$ cat config.mk
export PLATFORM = sky130hd
export DESIGN_NAME = bit_deserializer
export DESIGN_NICKNAME = d
export VERILOG_FILES = /design/src/rtl/bit_deserializer_pkg.sv /design/src/rtl/bit_deserializer_word_hold_reg.sv /design/src/rtl/bit_deserializer.sv
export SDC_FILE = /design/constraint.sdc
export NUM_CORES = 1
export LEC_CHECK = 0
export CORE_ASPECT_RATIO = 0.9
export CORE_MARGIN = 3
export CORE_UTILIZATION = 40
export CTS_CLUSTER_DIAMETER = 100
export DETAILED_ROUTE_END_ITERATION = 6
export PLACE_DENSITY = 0.66
export SKIP_CTS_REPAIR_TIMING = 1
export SLEW_MARGIN = 25
export SYNTH_ARGS = -nofsm -noshare
export SYNTH_HDL_FRONTEND = slang
export SYNTH_SLANG_ARGS = --single-unit
$ cat constraint.sdc
create_clock -name clk -period 2.5 [get_ports clk]
set_input_delay 0.5 -clock clk [delete_from_list [all_inputs] [get_ports clk]]
set_output_delay 0.5 -clock clk [all_outputs]
set_load 0.1 [all_outputs]
$ cat src/rtl/bit_deserializer_pkg.sv
// Shared stream-stage constants: bit-order encodings for serial/parallel converters.
package bit_deserializer_pkg;

  localparam int unsigned ORDER_LSB_FIRST = 0;
  localparam int unsigned ORDER_MSB_FIRST = 1;

endpackage

$ cat src/rtl/bit_deserializer_word_hold_reg.sv
// Output word register with valid flag; a load at the same edge as a consume wins.
module word_hold_reg #(
  parameter int unsigned WIDTH = 8
) (
  input  logic             clk,
  input  logic             rst_n,
  input  logic             load,
  input  logic [WIDTH-1:0] load_data,
  input  logic             consume,
  output logic [WIDTH-1:0] data_out,
  output logic             valid_out
);

  logic [WIDTH-1:0] data_q, data_d;
  logic             valid_q, valid_d;

  always_comb begin
    data_d  = data_q;
    valid_d = valid_q;
    if (load) begin
      data_d  = load_data;
      valid_d = 1'b1;
    end else if (consume) begin
      valid_d = 1'b0;
    end
  end

  always_ff @(posedge clk or negedge rst_n) begin
    if (!rst_n) begin
      data_q  <= '0;
      valid_q <= 1'b0;
    end else begin
      data_q  <= data_d;
      valid_q <= valid_d;
    end
  end

  assign data_out  = data_q;
  assign valid_out = valid_q;

endmodule

$ cat src/rtl/bit_deserializer.sv
// Packs accepted serial bits into WIDTH-bit words presented on a valid/ready port.
module bit_deserializer
  import bit_deserializer_pkg::*;
#(
  parameter int unsigned WIDTH     = 8,
  parameter int unsigned MSB_FIRST = 1,
  localparam int unsigned CW       = $clog2(WIDTH)
) (
  input  logic             clk,
  input  logic             rst_n,
  input  logic             bit_in,
  input  logic             bit_valid,
  output logic             bit_ready,
  input  logic             clear,
  output logic [WIDTH-1:0] word_out,
  output logic             word_valid,
  input  logic             word_ready,
  output logic [CW-1:0]    fill_cnt
);

  logic [WIDTH-1:0] shift_q, shift_d;
  logic [CW-1:0]    fill_q, fill_d;
  logic [WIDTH-1:0] shifted;
  logic             last;
  logic             accept;
  logic             load;

  always_comb begin
    last      = (fill_q == CW'(WIDTH - 1));
    // Stall only the word-completing bit while the held word is still unconsumed.
    bit_ready = !(last && word_valid && !word_ready);
    accept    = bit_valid && bit_ready;
    if (MSB_FIRST == ORDER_MSB_FIRST) begin
      shifted = {shift_q[WIDTH-2:0], bit_in};
    end else begin
      shifted = {bit_in, shift_q[WIDTH-1:1]};
    end

    shift_d = shift_q;
    fill_d  = fill_q;
    load    = 1'b0;
    if (clear) begin
      shift_d = '0;
      fill_d  = '0;
    end else if (accept) begin
      if (last) begin
        load    = 1'b1;
        shift_d = '0;
        fill_d  = '0;
      end else begin
        shift_d = shifted;
        fill_d  = fill_q + CW'(1);
      end
    end
  end

  always_ff @(posedge clk or negedge rst_n) begin
    if (!rst_n) begin
      shift_q <= '0;
      fill_q  <= '0;
    end else begin
      shift_q <= shift_d;
      fill_q  <= fill_d;
    end
  end

  word_hold_reg #(
    .WIDTH(WIDTH)
  ) u_hold (
    .clk      (clk),
    .rst_n    (rst_n),
    .load     (load),
    .load_data(shifted),
    .consume  (word_ready),
    .data_out (word_out),
    .valid_out(word_valid)
  );

  assign fill_cnt = fill_q;

endmodule

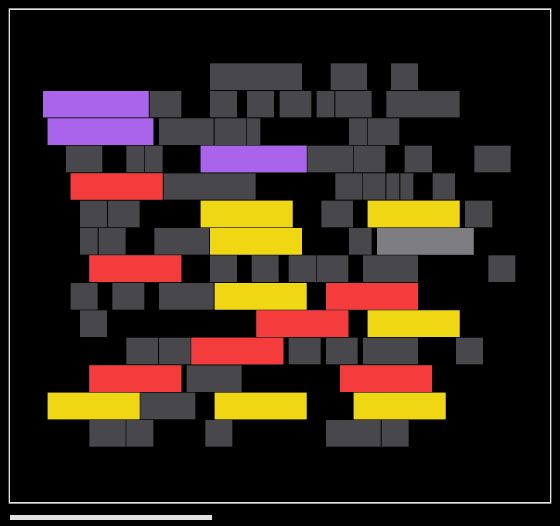
(run_1/flops_by_reg.png)
Bar = 20 µm. Other sequential cells in the stronger grey, the rest of the logic in the fainter grey.
legend:
  shift_q:
    colour: red
    sequential_cells: 7
  fill_cnt:
    colour: purple
    sequential_cells: 3
  u_hold.data_out:
    colour: yellow
    sequential_cells: 8
not coloured: 1
Flop area: 488 µm²
sequential power: 0.322 mW
Seq area share: 0.454
Core Util, Final: 0.602

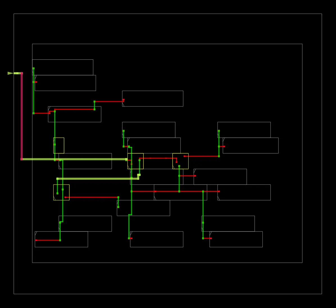
(run_1/clocks.png)
TritonCTS buffer count: 3
seq_cells: 19
Worst Skew: 0.000903 ns
clk sink count: 19

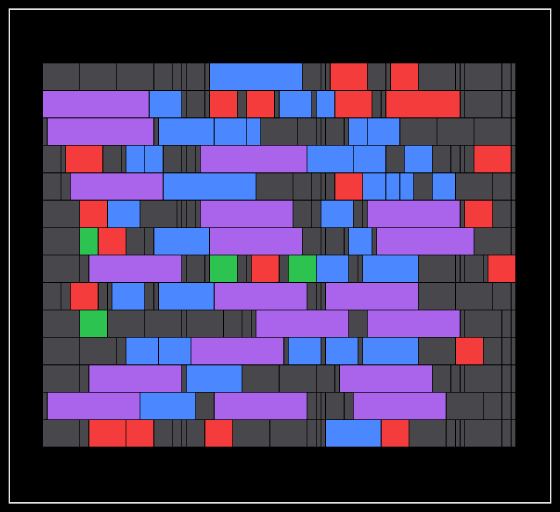
(run_1/placement_by_type.png)
Fill, decap, tap and diode cells in grey.
legend:
  other buffers and delay cells:
    colour: red
    cells: 20
    share_of_their_area: 17%
  combinational and other logic:
    colour: blue
    cells: 35
    share_of_their_area: 34%
  flops:
    colour: purple
    cells: 19
    share_of_their_area: 47%
  clock drivers and dummy loads:
    colour: green
    cells: 4
    share_of_their_area: 2.6%

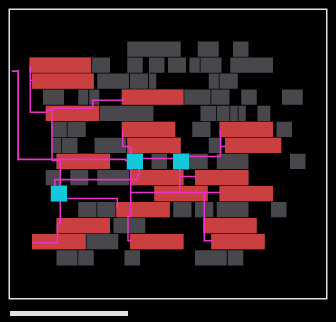
(run_1/clk_routes.png)
Bar = 20 µm.
legend:
  clock wires:
    colour: magenta
    length: 193 µm
  flip-flops:
    colour: red
    count: 19
  clock drivers:
    colour: cyan
    count: 3
routed clock nets: 4

==> summary.txt, run 1 <==
Setup CP Type: flop to output pin
Worst min path class: flop to flop
Hold slack: 0.503 ns
Logic power comb: 0.0727 mW
P_clk: 0.147 mW
Antenna viol nets, final: 0
Placement row count: 14
Avg Cell Area, Syn: 14.8 µm²
DRC Markers: 0
Leakage power: 0.516 nW
Post-Synthesis Cells: 55
DRT Pass-1 Iters: 4
Worst-case reg-to-reg path depth: 5
Vias in the first global route: 547
Total gr overflow: 0
Worst slew pin tran: 0.666 ns
RR Startpoint: fill_cnt[1]
Period utilization: 0.842
Max clock buf depth: 2
Min Tclk post-route: 2.11 ns
Die H: 48.8 µm
Htree depth: 1
Post-synth top cells: 19 x dfrtp_1, 8 x mux2_4, 7 x a22o_1
Flop pwr share: 0.595
Tool Warnings: 27
Post-synth top area cell: dfrtp_1
Final setup fails: 0
Comb area: 350 µm²
Floorplan utilization: 0.455
Min-Delay Path Depth: 1
Clock power share: 0.271
First-pass GRT wire length: 2500 µm
Final wirelength: 1400 µm
Diode count: 0
Fin. Hold Viols: 0
Ys Warns: 0
Crit. End Element: output pin
Mux area share: 0.148
Drt wl/cell: 13.8 µm
Placed Instance Area: 0.00105 mm²
Largest net degree at the start of global routing: 17
# Cells Yosys: 55
Clk slew on worst S/H paths: 0.10 ns
Reg2reg end: fill_cnt[0]
Netlist Area Pre-Place: 813 µm²
Sw frac: 0.263
Worst reg-to-reg setup slack: 0.88 ns
Clk root buf: clkbuf_4
DR vias: 505
Maximum fanout along the worst path: 5
Fmax: 475 MHz
Crit path capture: bit_ready
Yosys chip area: 813 µm²
Slew HR: 0.555
Ys flop type: dfrtp_1
Status: finished clean
First DRT Iteration DRCs: 13
Gr usage total: 0.133
Overall die width: 53.5 µm
Critical Path Source: fill_cnt[1]
Synth Register Bits: 19
Fin cells: 102
Max power group: registers
Cell count after placement: 98
Top cell excl fill/tap: dfrtp_1
Slew Limit Fails: 0
Nets: 87
Clk Latency, worst-skew pair: 0.29 ns
-- run 1: routing by layer --
metal  share of wire  track usage
met1            0.51        0.206
met2            0.44        0.173
met3           0.046       0.0459
met4           0.010       0.0383
met5               0            0
-- run 1: cell type report --
type,instances,area share
clock inverters,1,0.00466
flip-flops and latches,19,0.454
inverters,1,0.00349
well taps,24,0.0279
repair buffers,20,0.163
clock buffers,3,0.0210
multi-input cells,34,0.326
-- run 1: registers in the layout, summed over array words and instances, names as in the netlist --
| register | cells |
|---|---|
| fill_cnt | 3 |
| shift_q | 7 |
| u_hold.data_out | 8 |
| u_hold.valid_out | 1 |
-- run 1: critical path, cell delays in order, from the launching register on --
cell and delay (ns):
dfrtp_4 0.52, ha_4 0.18, ha_4 0.16, nand3b_1 0.24, buf_12 0.22
==> run 1 -> run 2 <==
Settings changed: PLACE_DENSITY 0.66 to 0.69.
Clock period 2.5 ns to 1.8 ns, I/O delays scaled along.
==> run 2 against run 1 <==
Against the previous run: the flow now finishes with violations (setup timing); core utilization up 11 points; die area is the same; critical path type unchanged; clock power is 44% higher.
==> summary.txt, run 2 <==
Htree depth: 1 (unchanged)
Ys Warns: 0 (unchanged)
Crit-path cells: ha_4 -> ha_4 -> nand3b_1 -> buf_12
Die H: 48.8 µm (unchanged)
Period utilization: 1.04
Flop area: 488 µm² (unchanged)
Slowest cell on the critical path: dfrtp_4
# Cells Yosys: 55 (unchanged)
Top cell excl fill/tap: dfrtp_1
Worst-case reg-to-reg path depth: 6 (+1)
Fin. Hold Viols: 0 (unchanged)
Antenna viol nets, final: 0 (unchanged)
Top class by area: flip-flops and latches
Leakage power: 0.576 nW (+12%)
Post-Synthesis Cells: 55 (unchanged)
Clk sink count: 19 (unchanged)
Seq area share: 0.383 (-0.0713)
Gr usage total: 0.158 (+0.0246)
Seq_cells: 19 (unchanged)
Maximum fanout along the worst path: 4 (-1)
Netlist Area Pre-Place: 813 µm² (unchanged)
Mux area share: 0.148 (unchanged)
Tool Warnings: 28 (+3.7%)
Status: finished, violations left
DRC Markers: 0 (unchanged)
Worst slew pin tran: 0.327 ns (-0.339 ns)
WP depth: 4 (unchanged)
Worst reg-to-reg setup slack: 0.16 ns (-0.72 ns)
Nets: 92 (+5.7%)
Max incr delay on CP: 0.52 ns (about the same)
Met2 usage: 0.229 (+0.0551)
Met1 wire length: 721 µm (+1.4%)
Clk root buf: clkbuf_4
Overall die width: 53.5 µm (unchanged)
Top Metal Used: met4
DR vias: 552 (+9.3%)
Met2 wire length: 815 µm (+33%)
Setup CP Type: flop to output pin
Post-synth top area cell: dfrtp_1
Buffers excl. clock: 25 (+25%)
Comb area: 350 µm² (unchanged)
Yosys chip area: 813 µm² (unchanged)
Core Util, Final: 0.714 (+0.112)
Placed Instance Area: 0.00123 mm² (+18%)
Final setup fails: 1 (+1)
Buffers & Inverters on Critical Path: 1 (unchanged)
Post-synth top cells: 19 x dfrtp_1, 8 x mux2_4, 7 x a22o_1
ClkCell Share: 0.0216 (-0.00402)
Placement row count: 14 (unchanged)
Final worst setup slack: -0.0646 ns
Vias in the first global route: 623 (+14%)
First-pass GRT wire length: 2960 µm (+18%)
Ys flop type: dfrtp_1
First DRT Iteration DRCs: 11 (-2)
Fmax: 536 MHz
Met3 Wirelength: 83 µm (+28%)
Crit path capture: bit_ready
RR Startpoint: fill_cnt[1]
NonClk Buf Share: 0.294 (+0.131)
Failing checks: setup timing
==> run 2: per-stage QoR <==
step / std cells / power, mW / setup slack [ns] / hold slack [ns]
3_5_place_dp: 101 / 0.581 / 0.0114 / 0.504
5_1_grt: 107 / 0.832 / -0.125 / 0.379
3_3_place_gp: 101 / 0.578 / 0.0188 / 0.483
4_1_cts: 105 / 0.793 / -0.197 / 0.376
6_report: 107 / 0.786 / -0.0646 / 0.373
2_1_floorplan: 55 / 0.518 / -0.735 / 0.0644
==> run 2: power by group through the flow <==
stage / clock (mW) / sequential, mW / combinational, mW
after global routing: 0.246 / 0.451 / 0.135
after floorplan: 0 / 0.494 / 0.0243
after CTS: 0.220 / 0.450 / 0.122
after detailed placement: 0 / 0.459 / 0.122
final: 0.212 / 0.449 / 0.126
after global placement: 0 / 0.458 / 0.119
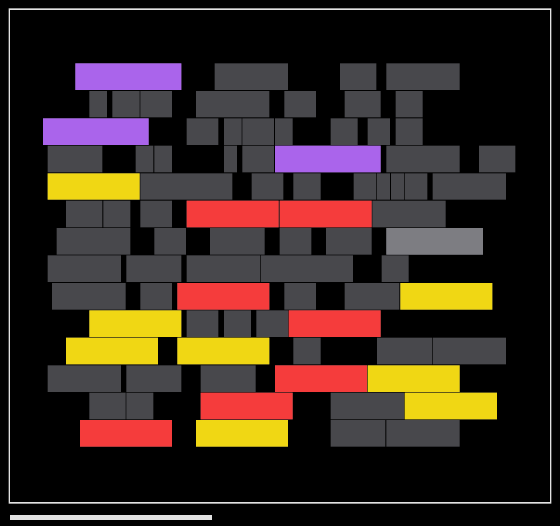
(run_2/flops_by_reg.png)
Bar = 20 µm. Other sequential cells in the stronger grey, the rest of the logic in the fainter grey.
legend:
  fill_cnt:
    colour: purple
    sequential_cells: 3
  u_hold.data_out:
    colour: yellow
    sequential_cells: 8
  shift_q:
    colour: red
    sequential_cells: 7

No activity file was given, so power comes from the tool's default toggle rates.
